## src/rtl/counter_pkg.sv

```systemverilog
// Shared constants for the up/down modulo counter family.
//   CNT_WRAP / CNT_SAT : values for the SATURATE parameter
//   CNT_MAX_W          : widest supported counter
package counter_pkg;

    localparam int CNT_WRAP  = 0;
    localparam int CNT_SAT   = 1;
    localparam int CNT_MAX_W = 32;

endpackage

```

## src/rtl/updown_mod_next.sv

```systemverilog
// Next-state logic of the up/down modulo counter (purely combinational).
// Ports:
//   i_count      current count
//   i_ld         load request (wins over inc/dec)
//   i_data_in    load value, clamped to MODULUS-1 when out of range
//   i_inc/i_dec  count up / count down (both or neither = hold)
//   o_count_nxt  next count
//   o_wrap_nxt   count wrapped, or a saturation end was hit
//   o_ld_err_nxt load value was clamped
module updown_mod_next
    import counter_pkg::*;
#(
    parameter int     WIDTH    = 3,
    parameter longint MODULUS  = 8,
    parameter int     SATURATE = CNT_WRAP
) (
    input  logic [WIDTH-1:0] i_count,
    input  logic             i_ld,
    input  logic [WIDTH-1:0] i_data_in,
    input  logic             i_inc,
    input  logic             i_dec,
    output logic [WIDTH-1:0] o_count_nxt,
    output logic             o_wrap_nxt,
    output logic             o_ld_err_nxt
);

    // All arithmetic is one bit wider than the count so that MODULUS-1 is
    // compared explicitly and 2**WIDTH rollover is never relied upon.
    localparam logic [WIDTH:0] LP_TOP = (WIDTH+1)'(MODULUS - 1);

    logic [WIDTH:0] w_count_x;
    logic [WIDTH:0] w_data_x;
    logic [WIDTH:0] w_up_x;
    logic [WIDTH:0] w_down_x;

    assign w_count_x = {1'b0, i_count};
    assign w_data_x  = {1'b0, i_data_in};
    assign w_up_x    = w_count_x + (WIDTH+1)'(1);
    assign w_down_x  = w_count_x - (WIDTH+1)'(1);

    always_comb begin
        o_count_nxt  = i_count;
        o_wrap_nxt   = 1'b0;
        o_ld_err_nxt = 1'b0;
        if (i_ld) begin
            if (w_data_x > LP_TOP) begin
                o_count_nxt  = LP_TOP[WIDTH-1:0];
                o_ld_err_nxt = 1'b1;
            end else begin
                o_count_nxt = i_data_in;
            end
        end else if (i_inc && !i_dec) begin
            // Stepping past the top of the range.
            if (w_up_x > LP_TOP) begin
                o_wrap_nxt = 1'b1;
                if (SATURATE != CNT_SAT) begin
                    o_count_nxt = '0;
                end
            end else begin
                o_count_nxt = w_up_x[WIDTH-1:0];
            end
        end else if (i_dec && !i_inc) begin
            // Borrow out of the extended subtraction means the count was 0.
            if (w_down_x[WIDTH]) begin
                o_wrap_nxt = 1'b1;
                if (SATURATE != CNT_SAT) begin
                    o_count_nxt = LP_TOP[WIDTH-1:0];
                end
            end else begin
                o_count_nxt = w_down_x[WIDTH-1:0];
            end
        end
    end

endmodule

```

## src/rtl/updown_mod_counter.sv

```systemverilog
// Parametrised up/down modulo counter with wrap or saturate behaviour.
// Ports:
//   clk       rising-edge clock
//   rst       asynchronous reset, active-low (loads RST_VAL)
//   clr       synchronous clear to RST_VAL (highest priority)
//   ld        synchronous load of data_in (clamped to MODULUS-1)
//   inc/dec   count up / count down by one
//   data_in   load value
//   data_out  registered count
//   wrap      registered pulse: wrapped or saturation end hit
//   ld_err    registered pulse: load value was clamped
//   at_max    data_out == MODULUS-1 (combinational)
//   at_min    data_out == 0 (combinational)
module updown_mod_counter
    import counter_pkg::*;
#(
    parameter int     WIDTH    = 3,
    parameter longint MODULUS  = 8,
    parameter int     SATURATE = CNT_WRAP,
    parameter longint RST_VAL  = 0
) (
    input  logic             clk,
    input  logic             rst,
    input  logic             clr,
    input  logic             ld,
    input  logic             inc,
    input  logic             dec,
    input  logic [WIDTH-1:0] data_in,
    output logic [WIDTH-1:0] data_out,
    output logic             wrap,
    output logic             ld_err,
    output logic             at_max,
    output logic             at_min
);

    if (WIDTH < 1 || WIDTH > CNT_MAX_W || MODULUS < 2 ||
        MODULUS > (longint'(1) << WIDTH) || RST_VAL < 0 || RST_VAL >= MODULUS) begin : g_param_check
        $error("updown_mod_counter: WIDTH/MODULUS/RST_VAL out of range");
    end

    localparam logic [WIDTH:0]   LP_TOP = (WIDTH+1)'(MODULUS - 1);
    localparam logic [WIDTH-1:0] LP_RST = WIDTH'(RST_VAL);

    logic [WIDTH-1:0] r_count;
    logic             r_wrap;
    logic             r_ld_err;

    logic [WIDTH-1:0] w_count_nxt;
    logic             w_wrap_nxt;
    logic             w_ld_err_nxt;

    updown_mod_next #(
        .WIDTH    (WIDTH),
        .MODULUS  (MODULUS),
        .SATURATE (SATURATE)
    ) u_next (
        .i_count      (r_count),
        .i_ld         (ld),
        .i_data_in    (data_in),
        .i_inc        (inc),
        .i_dec        (dec),
        .o_count_nxt  (w_count_nxt),
        .o_wrap_nxt   (w_wrap_nxt),
        .o_ld_err_nxt (w_ld_err_nxt)
    );

    always_ff @(posedge clk or negedge rst) begin
        if (!rst) begin
            r_count  <= LP_RST;
            r_wrap   <= 1'b0;
            r_ld_err <= 1'b0;
        end else if (clr) begin
            r_count  <= LP_RST;
            r_wrap   <= 1'b0;
            r_ld_err <= 1'b0;
        end else begin
            r_count  <= w_count_nxt;
            r_wrap   <= w_wrap_nxt;
            r_ld_err <= w_ld_err_nxt;
        end
    end

    assign data_out = r_count;
    assign wrap     = r_wrap;
    assign ld_err   = r_ld_err;
    assign at_max   = ({1'b0, r_count} == LP_TOP);
    assign at_min   = (r_count == '0);

endmodule
```

## config.mk

```make
export PLATFORM = sky130hd
export DESIGN_NAME = updown_mod_counter
export DESIGN_NICKNAME = d
export VERILOG_FILES = /design/src/rtl/counter_pkg.sv /design/src/rtl/updown_mod_next.sv /design/src/rtl/updown_mod_counter.sv
export SDC_FILE = /design/constraint.sdc
export NUM_CORES = 1
export LEC_CHECK = 0
export ABC_AREA = 1
export CORE_MARGIN = 2
export CORE_UTILIZATION = 25
export DETAILED_ROUTE_END_ITERATION = 16
export GPL_TIMING_DRIVEN = 0
export PLACE_DENSITY_LB_ADDON = 0.15
export SYNTH_ARGS = -nofsm -noshare
export SYNTH_HDL_FRONTEND = slang
export SYNTH_SLANG_ARGS = --single-unit
```

## constraint.sdc

```tcl
create_clock -name clk -period 2.3 [get_ports clk]
set_clock_uncertainty 0.2 [all_clocks]
set_input_delay 0.46 -clock clk [delete_from_list [all_inputs] [get_ports clk]]
set_output_delay 0.46 -clock clk [all_outputs]
set_load 0.05 [all_outputs]
```

### Routing congestion

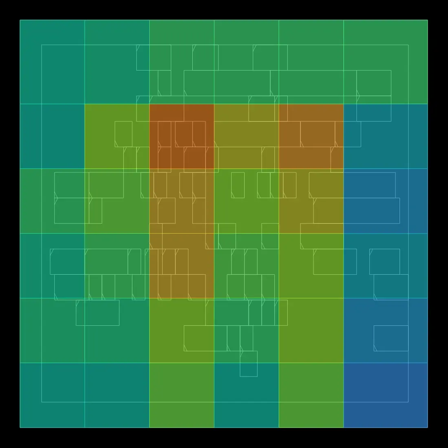
utilization of the core after routing: 0.389
met2 Usage GRT: 0.131
global routing usage on met3: 0.0375

### The metal 1 layer

Scale bar: 10 microns. Supply wires on this layer in grey. Cells faint in the background.
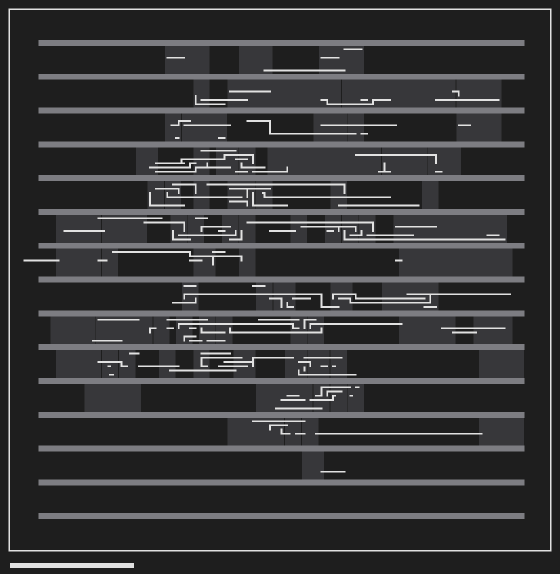
The longest straight run is 13.3 microns. The layer carries 407 microns of wire. 77 nets have wire on it. The wires run mostly horizontal. The layer holds 52% of the routed length.

### Signal wires on met2

Scale bar: 10 microns. Cells faint in the background.
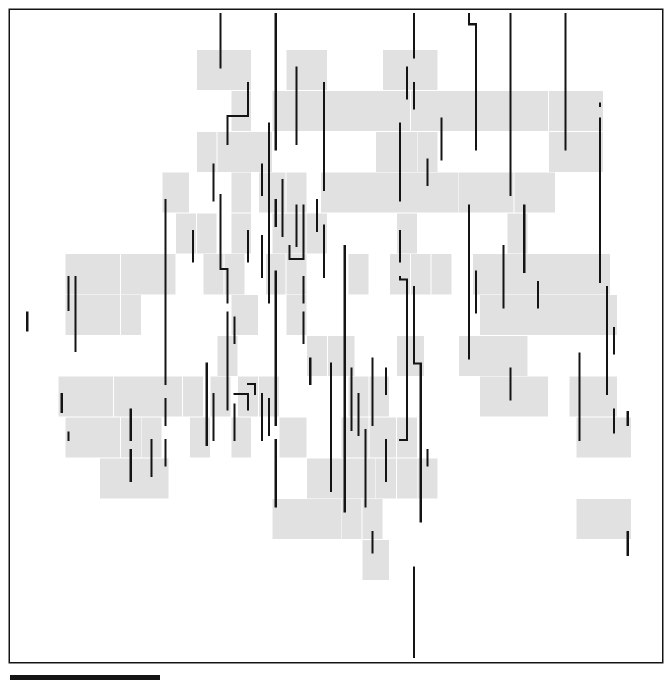
65 nets have wire on it. The longest straight run is 17.7 microns. The layer holds 45% of the routed length. The wires run mostly vertical.

==> flow_summary.ini <==
; synthesis and place-and-route metrics
[logic_synthesis]
synth-area-yosys_sq_um = 389
top_logic_kind = simple AND/OR/NAND/NOR gates
yosys-stat-cells = 58
yosys-mux-area-fraction = 0
xor_share = 0
synth_flops = 5
complex_gate_fraction_of_the_synthesized_area = 0.0547
yosysUniqueCellTypes = 10
post_synth_and_or_nand_nor_area_fraction = 0.315
syn_inst = 58

[cts]
holdBufCountCts = 0
clkSlewWorstSetupHoldPaths_ns = 0.04
worstSkewPairLatency_ns = 0.23
cts_tree = built
clock_sink_count = 5
clockBufferDepth = 2
cts-htree-levels = 1
cts_root_buffer = clkbuf_4
tritoncts.num_buffers = 3

[sta]
hold_ws_ns = 0.241
rsz0062_at_grt = no
finalMaxSlewViolations = 0
final_hold_viol_count = 0
finalSetupViolations = 0
min_period_over_period = 0.955
period_minus_slack_ns = 2.20
summed_negative_setup_slack_over_all_endpoints_ns = 0
final.setup.worst_slack_ns = 0.103

[global_routing]
grt_max_degree = 9
global_route_wire_length_before_repair_microns = 1240
grt_antenna_before_repair = 0
busiest_layer = met2
grt.met1_usage = 0.115
grt_overflow = 0
grt_pass1_vias = 325

[floorplanning]
initial_core_util = 0.261
core_area_sq_um = 1490
die.size.x_microns = 43.5
y_dimension_of_the_die_microns = 43.5
pin_count = 16
die_area_sq_um = 1890

[placed_design]
io_buffers = 15
detailed_placement_wirelength_estimate_microns = 633
pre_cts_ws_ns = 0.0233
dp.cells = 89
gp_congestion = 0.710

[worst_setup_path]
critical-path-slowest-cell = clkdlybuf4s50_1
crit_path_required_time_ns = 1.64
critPathKind = reg -> out
end_kind = primary output
critPathTopFamily = buffers and inverters
timing.critical_path.slowest_cell_delay_ns = 0.84
critical_path.cell_chain = clkdlybuf4s50_1
critical_path_peak_fanout = 7
setup.worst_path.start_class = register

[power]
vdd_ir_drop_max_mv = 0.167
power.density_nw_per_um2 = 577
power.leakage_uw = 0.000321

[final_layout]
finalNetCount = 93
final_common_cell = nand2_1
ff_latch_area_sq_um = 125
num-fill-cells = 167
syn_to_final_growth_pct = 48.9
final_layout_size_suffix_gt1_frac = 0.0519
n_antenna_cell = 0
final_non_filler_cells = 93
final_cell_mix = 18 x nand2_1, 13 x clkdlybuf4s50_1, 11 x inv_1

[worst_hold_path]
hold_path.class = in -> async

[route]
dr_total_vias = 381
drt-vias-per-instance = 4.10
drcViolationCount = 0
detail_route.iter0.violations = 5

[flow_run]
timing.max_cap.violations = 0

[run_status]
run_status = finished, final reports clean
### Drive-strength map

Scale bar: 10 microns.
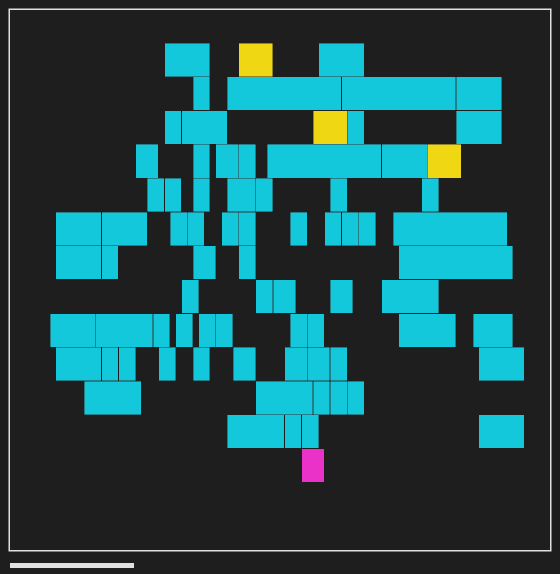
Key: drive 3 to 4 = yellow [cells 3]; drive 2 = magenta [cells 1]; drive 1 or less = cyan [cells 73]

### Signal wires by layer

Only two layers are drawn.
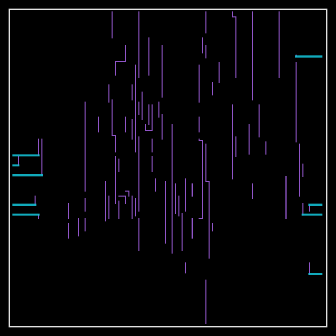
Key: met3 = cyan [wire length 23.7 microns]; met2 = purple [wire length 346 microns]
routed len/inst: 8.35 microns
All-Layer GR Usage: 0.0890

## path summary, 6_finish.rpt
path / startpoint / end / slack, ns / depth (start not counted)
setup reg to reg: data_out[0]$_DFFE_PN0P_ / data_out[2]$_DFFE_PN0P_ / 0.76 / 8
setup / recovery: data_out[2]$_DFFE_PN0P_ / data_out[2] / 0.10 / 1
max in group asynchronous: rst / data_out[1]$_DFFE_PN0P_ / 1.47 / 1
hold reg to reg: data_out[1]$_DFFE_PN0P_ / data_out[1]$_DFFE_PN0P_ / 0.37 / 2
hold / removal: rst / ld_err$_DFF_PN0_ / 0.24 / 1
min in group clk: data_out[1]$_DFFE_PN0P_ / data_out[1]$_DFFE_PN0P_ / 0.37 / 2
## final cells by class
class,count,share of cell area
timing repair buffer,15,0.248
multi-input combinational,42,0.384
clock buffer,4,0.0454
inverter,11,0.0713
sequential,5,0.216
tap,16,0.0346
## sequential cells by signal, indices dropped and copies added (netlist names)
register  cells
data_out      3
ld_err        1
wrap          1
## metrics by stage
step | instance area (sq um) | total power, uW
2_1_floorplan | 389 | 193
3_3_place_gp | 559 | 241
3_5_place_dp | 559 | 242
4_1_cts | 583 | 341
5_1_grt | 579 | 359
6_report | 579 | 334
## routing by layer
metal	share of wire	vias up
met4	0	0
met1	0.52	161
met2	0.45	9
met3	0.030	0
met5	0	-
li1	-	211
## synth_stat cells (all sizes together)
library cell / count / area (sq um)
ha: 6 / 75.1
a21oi: 1 / 5.00
o21ai: 2 / 10.0
nand3: 5 / 25.0
nand2: 18 / 67.6
o22ai: 1 / 6.26
conb: 1 / 3.75
inv: 11 / 41.3
nor2: 8 / 30.0
dfrtp: 5 / 125
## cell families (layout without fill, tap and decap cells)
family,count (synthesis),count (layout)
AOI/OAI and AO/OA,4,4
adders and majority gates,6,6
DFF,5,5
other,1,1
and+or+nand+nor,31,31
buffers and inverters,11,30
## report_power, final
part	total (uW)	switching, uW	internal [uW]
Sequential	106	10.0	95.6
Combinational	131	82.1	48.8
Clock	97.7	32.3	65.4
Total	334	124	210
## repair_timing
item,in CTS,in global routing
setup buffers,0,0
setup endpoints to repair,2,1
gates resized,2,2
Power is estimated from default activity; no workload was simulated.
